**Floorplan with the power grid**

Bar = 50 µm. Pins as bars on the die edge.
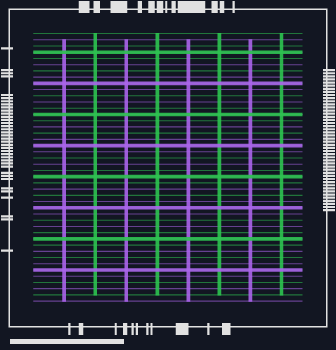
**Cells coloured by class**

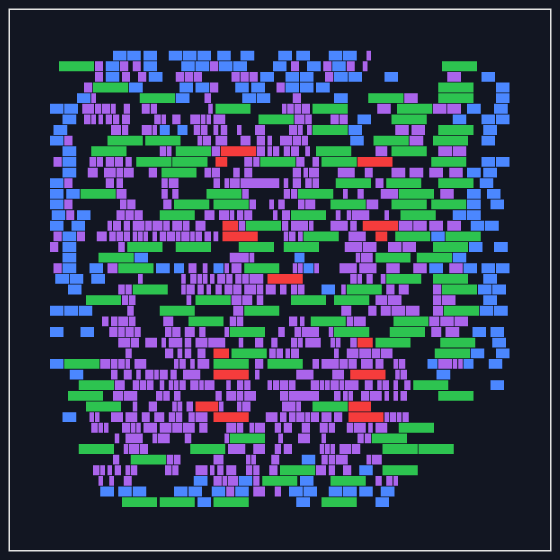
**Routed clock nets over the placement**

Bar = 50 µm.
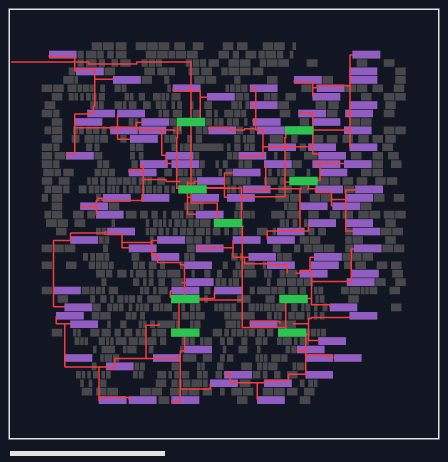
**Signal wires by layer**

Bar = 50 µm.
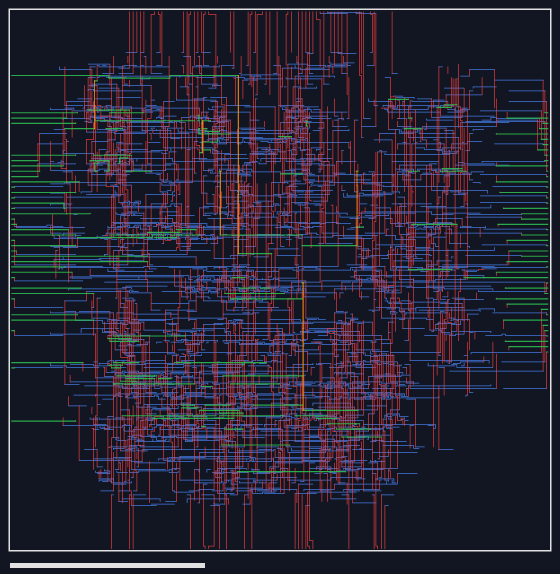
File: config.mk
export PLATFORM = sky130hd
export DESIGN_NAME = rom_loader
export DESIGN_NICKNAME = d
export VERILOG_FILES = /design/src/rtl/loader_pkg.sv /design/src/rtl/byte_packer.sv /design/src/rtl/rom_loader.sv
export SDC_FILE = /design/constraint.sdc
export NUM_CORES = 1
export LEC_CHECK = 0
export ABC_CLOCK_PERIOD_IN_PS = 7800
export CAP_MARGIN = 20
export CORE_MARGIN = 10
export CORE_UTILIZATION = 45
export CTS_CLUSTER_DIAMETER = 100
export DETAILED_ROUTE_END_ITERATION = 16
export PLACE_DENSITY = 0.69
export SLEW_MARGIN = 20
export SYNTH_ARGS = -nofsm -noshare
export SYNTH_HDL_FRONTEND = slang
export SYNTH_HIERARCHICAL = 1
export SYNTH_SLANG_ARGS = --single-unit
File: constraint.sdc
create_clock -name clock -period 7.8 [get_ports clock]
set_input_delay 1.95 -clock clock [delete_from_list [all_inputs] [get_ports clock]]
set_output_delay 1.95 -clock clock [all_outputs]
set_load 0.01 [all_outputs]
File: src/rtl/loader_pkg.sv
// Shared state encoding and word geometry for the ROM boot loader.
package loader_pkg;

    localparam int unsigned WORD_BYTES = 4;
    localparam int unsigned LANE_BITS  = 2;

    typedef enum logic [2:0] {
        StIdle,
        StFetch,
        StWrite,
        StDone,
        StError
    } loader_state_t;

endpackage

File: src/rtl/byte_packer.sv
// Lane-indexed byte accumulator: builds one little-endian word plus its byte enables.
module byte_packer
    import loader_pkg::*;
(
    input  logic                    clock,
    input  logic                    reset,
    input  logic                    clear,
    input  logic                    capture,
    input  logic [LANE_BITS-1:0]    lane,
    input  logic [7:0]              byte_in,
    output logic [8*WORD_BYTES-1:0] data,
    output logic [WORD_BYTES-1:0]   enable
);

    // Clear wins over capture so an aborted word never leaves stale lanes behind.
    always_ff @(posedge clock or posedge reset) begin
        if (reset) begin
            data   <= '0;
            enable <= '0;
        end else if (clear) begin
            data   <= '0;
            enable <= '0;
        end else if (capture) begin
            data[{lane, 3'b000} +: 8] <= byte_in;
            enable[lane]              <= 1'b1;
        end
    end

endmodule

File: src/rtl/rom_loader.sv
// Boot copy engine: streams ROM bytes into 32-bit memory writes and holds the CPU in reset
// until the whole image has landed.
module rom_loader
    import loader_pkg::*;
#(
    parameter logic [31:0] BASE_ADDRESS = 32'h0000_0000,
    parameter int unsigned MAX_BYTES    = 65536
) (
    input  logic        clock,
    input  logic        reset,
    input  logic        start,
    output logic [31:0] rom_address,
    input  logic [7:0]  rom_byte,
    input  logic        rom_done,
    output logic        mem_write_valid,
    input  logic        mem_write_ready,
    output logic [31:0] mem_write_address,
    output logic [31:0] mem_write_data,
    output logic [3:0]  mem_write_byte_enable,
    output logic        busy,
    output logic        load_complete,
    output logic        load_error,
    output logic        cpu_reset_hold,
    output logic [31:0] byte_count
);

    localparam logic [31:0] BASE_ALIGNED = {BASE_ADDRESS[31:2], 2'b00};
    localparam logic [31:0] MAX_COUNT    = 32'(MAX_BYTES);

    loader_state_t state, state_next;
    logic [31:0] address_next, count_next;
    logic last_byte, last_byte_next;
    logic pack_clear, pack_capture, at_limit;
    logic [LANE_BITS-1:0] lane;

    assign lane     = rom_address[LANE_BITS-1:0];
    assign at_limit = (byte_count + 32'd1 == MAX_COUNT) && !rom_done;

    always_comb begin
        state_next     = state;
        address_next   = rom_address;
        count_next     = byte_count;
        last_byte_next = last_byte;
        pack_clear     = 1'b0;
        pack_capture   = 1'b0;
        unique case (state)
            StIdle, StDone, StError: begin
                if (start) begin
                    state_next     = StFetch;
                    address_next   = '0;
                    count_next     = '0;
                    last_byte_next = 1'b0;
                    pack_clear     = 1'b1;
                end
            end
            StFetch: begin
                pack_capture = 1'b1;
                count_next   = byte_count + 32'd1;
                if (at_limit) begin
                    // Overrun: the partial word is thrown away, never written.
                    state_next = StError;
                    pack_clear = 1'b1;
                end else if (lane == LANE_BITS'(WORD_BYTES - 1) || rom_done) begin
                    state_next     = StWrite;
                    last_byte_next = rom_done;
                end else begin
                    address_next = rom_address + 32'd1;
                end
            end
            StWrite: begin
                if (mem_write_ready) begin
                    if (last_byte) begin
                        state_next = StDone;
                    end else begin
                        state_next   = StFetch;
                        address_next = rom_address + 32'd1;
                        pack_clear   = 1'b1;
                    end
                end
            end
            default: state_next = StIdle;
        endcase
    end

    always_ff @(posedge clock or posedge reset) begin
        if (reset) begin
            state       <= StIdle;
            rom_address <= '0;
            byte_count  <= '0;
            last_byte   <= 1'b0;
        end else begin
            state       <= state_next;
            rom_address <= address_next;
            byte_count  <= count_next;
            last_byte   <= last_byte_next;
        end
    end

    byte_packer u_packer (
        .clock   (clock),
        .reset   (reset),
        .clear   (pack_clear),
        .capture (pack_capture),
        .lane    (lane),
        .byte_in (rom_byte),
        .data    (mem_write_data),
        .enable  (mem_write_byte_enable)
    );

    assign mem_write_valid   = (state == StWrite);
    assign mem_write_address = mem_write_valid ? BASE_ALIGNED + {rom_address[31:2], 2'b00}
                                               : 32'h0;
    assign busy              = (state == StFetch) || (state == StWrite);
    assign load_complete     = (state == StDone);
    assign load_error        = (state == StError);
    assign cpu_reset_hold    = (state != StDone);

endmodule

==> flow_summary.toml <==
# implementation run metrics
[logic_synthesis]
ys_warn_count = 6
largest_area_cell = "dfrtp_1"
ys.flops = 104
syn_area_per_cell_um2 = 8.86
synthCells = 709
top_cells_by_count = "dfrtp_1, o21ai_0, nand2_1, nor2_1, and2_1"
yosysUniqueCellTypes = 61
top_area_share_pct = 41.4
yosys_cells = 709
area_leaders = "dfrtp_1, o21ai_0, a32o_1"
yosysMostFrequentCell = "dfrtp_1"
edf_count = 0
ys_chip_area_mm2 = 0.00628
async_flop_share_pct = 100
synthesis.area_mm2 = 0.00628
ys_seq_share_pct = 41.4
ff_type = "dfrtp_1"

[timing]
fin_setup_tns_ns = 0
setup_viol = 0
hold_viol_final = 0
relSlewSlack_pct = 28.8
setup_ws_ns = 3.05
rsz0062_at_grt = "no"
clock.fmax_ghz = 0.211
fin_crit_sh_pct = 60.9
fin_crit_ns = 4.75
tightest_slew_ns = 1.07
maxSlewViolCount = 0

[pwr]
pwr_density_cell_mw_per_mm2 = 236
leakagePower_nw = 3.16
p_total_mw = 1.90

[critical_path]
worst-path-max-fanout = 16
path_class = "input pin to flip-flop"
cp.arrival_ns = 4.99
end_kind = "flip-flop"
crit_required_ns = 8.04
start_kind = "input pin"

[cts]
cts_tree = "built"
insertion_delay_ns = 0.35
ctsHtreeMaxLevel = 3
cts_buffer_depth = 2
clkSinkCount = 104
clockRootBuffer = "clkbuf_16"
postCtsSetupRepairBufs = 0
path_clk_slew_ns = 0.08
postCtsResizedCells = 0
ctsHoldBuffers = 0
cts_made_buffers = 9

[routing]
vias_per_cell = 6.08
remaining_drc_errors = 0
drt_iter0_drc = 632
drt_pass1_iterations = 5
postRouteAntennaNets = 0

[flow_run]
warnings = 33
cap_violations = 0

[placed_design]
place.gp.congestion = 0.886
dpl_cell_area_mm2 = 0.00776
dp_hpwl_um = 13700
port_buffers = 147
dp_slack_ns = 2.71

[status]
status = "finished clean"

[grt]
grt_pass1_wl_um = 31400
grt_max_degree = 69
grt_antenna_before_repair = 0
grt_overflow = 0
grt_pass1_vias = 5667

[finish]
antenna_cells = 0
drive_above_1_share_pct = 5.05
syn_to_final_growth_pct = 28.5
final_nets = 849

[floorplan]
dieArea_mm2 = 0.0191
fp_util_pct = 45.6
io_pins = 150

[min_path]
hold_class = "flip-flop to flip-flop"
## Picture notes: 'floorplan with the power grid'
purple -> VSS
green -> VDD
met1 rails = 44
signal pins = 150
chip width: 138 µm
Max VDD drop: 179 µV
core area: 0.0138 mm²

## Picture notes: 'cells coloured by class'
green -> flip-flops  # cells 104
purple -> all other logic  # cells 556
red -> clock drivers and dummy loads  # cells 16
blue -> other buffers and delay cells  # cells 155
Row Count: 43
final instance area: 0.00807 mm²
Seq area share: 32.2%
final core occ: 58.6%

## Picture notes: 'routed clock nets over the placement'
green -> cells driving clock nets  # count 9
purple -> flip-flops  # count 104
red -> clock wires  # length 1290 µm
routed clock nets = 10
flops lie = spread over the die
Post-Route Skew: 0.00962 ns
Clock net power: 0.463 mW

## Picture notes: 'signal wires by layer'
orange -> met4  # wire length 134 µm
red -> met2  # wire length 9000 µm
green -> met3  # wire length 1440 µm
blue -> met1  # wire length 8620 µm
WL final: 19200 µm
drt wl/cell: 19.0 µm
vias: 6146
all-layer global routing usage: 19.2%

==> path summary, 6_finish.rpt <==
check / start / end / slack, ns / depth (start not counted)
worst min register to register: u_packer/data[26]$_DFFE_PP0P_ / u_packer/data[26]$_DFFE_PP0P_ / 0.49 / 1
worst max-delay path: rom_done / u_packer/data[24]$_DFFE_PP0P_ / 3.05 / 9
max in group asynchronous: reset / rom_address[26]$_DFFE_PP0P_ / 4.96 / 3
min in group asynchronous: reset / u_packer/data[1]$_DFFE_PP0P_ / 2.05 / 3
worst max register to register: byte_count[0]$_DFFE_PP0P_ / u_packer/data[24]$_DFFE_PP0P_ / 3.45 / 10
worst min-delay path: u_packer/data[26]$_DFFE_PP0P_ / u_packer/data[26]$_DFFE_PP0P_ / 0.49 / 1
==> routing by layer <==
metal	GRT usage [%]	wire length, µm
met1	26.0	8620
met2	30.1	9000
met3	4.86	1440
met4	3.88	133
met5	0	0
==> flip-flops by register name, indices dropped and copies added (netlist names) <==
signal           flops
byte_count          32
last_byte            1
state                3
rom_address         32
u_packer/data       32
u_packer/enable      4
==> worst max-delay path: stages <==
cell             delay (ns)
clkdlybuf4s50_1        0.48
nand3b_1               0.19
nor3_1                 0.19
o2111a_1               0.22
nand4_1                0.21
nor3_1                 0.50
a21o_1                 0.48
and4bb_1               0.42
a32o_1                 0.33
==> layout by cell type, fill, tap and decap left out, types with 5 or more instances in the layout <==
cell type	Yosys	layout
nand2b_1	8	8
dfrtp_1	104	104
a32o_1	32	32
clkdlybuf4s50_1	0	147
nand2_1	59	59
o21ai_1	15	15
nor3_1	12	12
a21oi_1	20	20
o41ai_1	8	8
ha_1	10	10
nand4_1	21	21
o21ai_0	72	72
buf_4	5	8
nor2_1	59	59
and2b_1	5	5
o31ai_1	32	32
inv_1	13	12
a31oi_1	14	14
xnor2_1	11	11
and2_1	40	40
clkbuf_16	0	9
and3_1	17	17
nor4_1	6	6
nand3_1	37	37
nor2b_1	5	5
==> cell type report <==
class                   count  area [µm²]
clock buffers               9         225
clock inverters             7        83.8
fillers                  1260        5700
inverters                  13        48.8
multi-input cells         543        3360
flip-flops and latches    104        2600
well taps                 180         225
repair buffers            155        1530
==> cells by family after synthesis <==
family,after synthesis,synth area share (%)
AND/OR/NAND/NOR,298,25.6
AND-OR/OR-AND,217,23.5
flip-flops,104,41.4
buffers and inverters,63,5.18
XOR/XNOR,15,2.09
adder cells (fa/ha/maj),10,1.99
other,1,0.0597
multiplexers,1,0.159
==> power by group <==
group	internal [mW]	switching (mW)
registers	0.591	0.0749
clock network	0.230	0.232
logic	0.275	0.500
==> stage by stage <==
| step | std cells | hold WS, ns |
|---|---|---|
| 5_1_grt | 1011 | 0.500 |
| 3_3_place_gp | 995 | 0.477 |
| 6_report | 1011 | 0.495 |
| 3_5_place_dp | 995 | 0.481 |
| 4_1_cts | 1011 | 0.498 |
| 2_1_floorplan | 710 | 0.481 |
Power figures rest on the tool's default switching activity, not on a simulated workload.
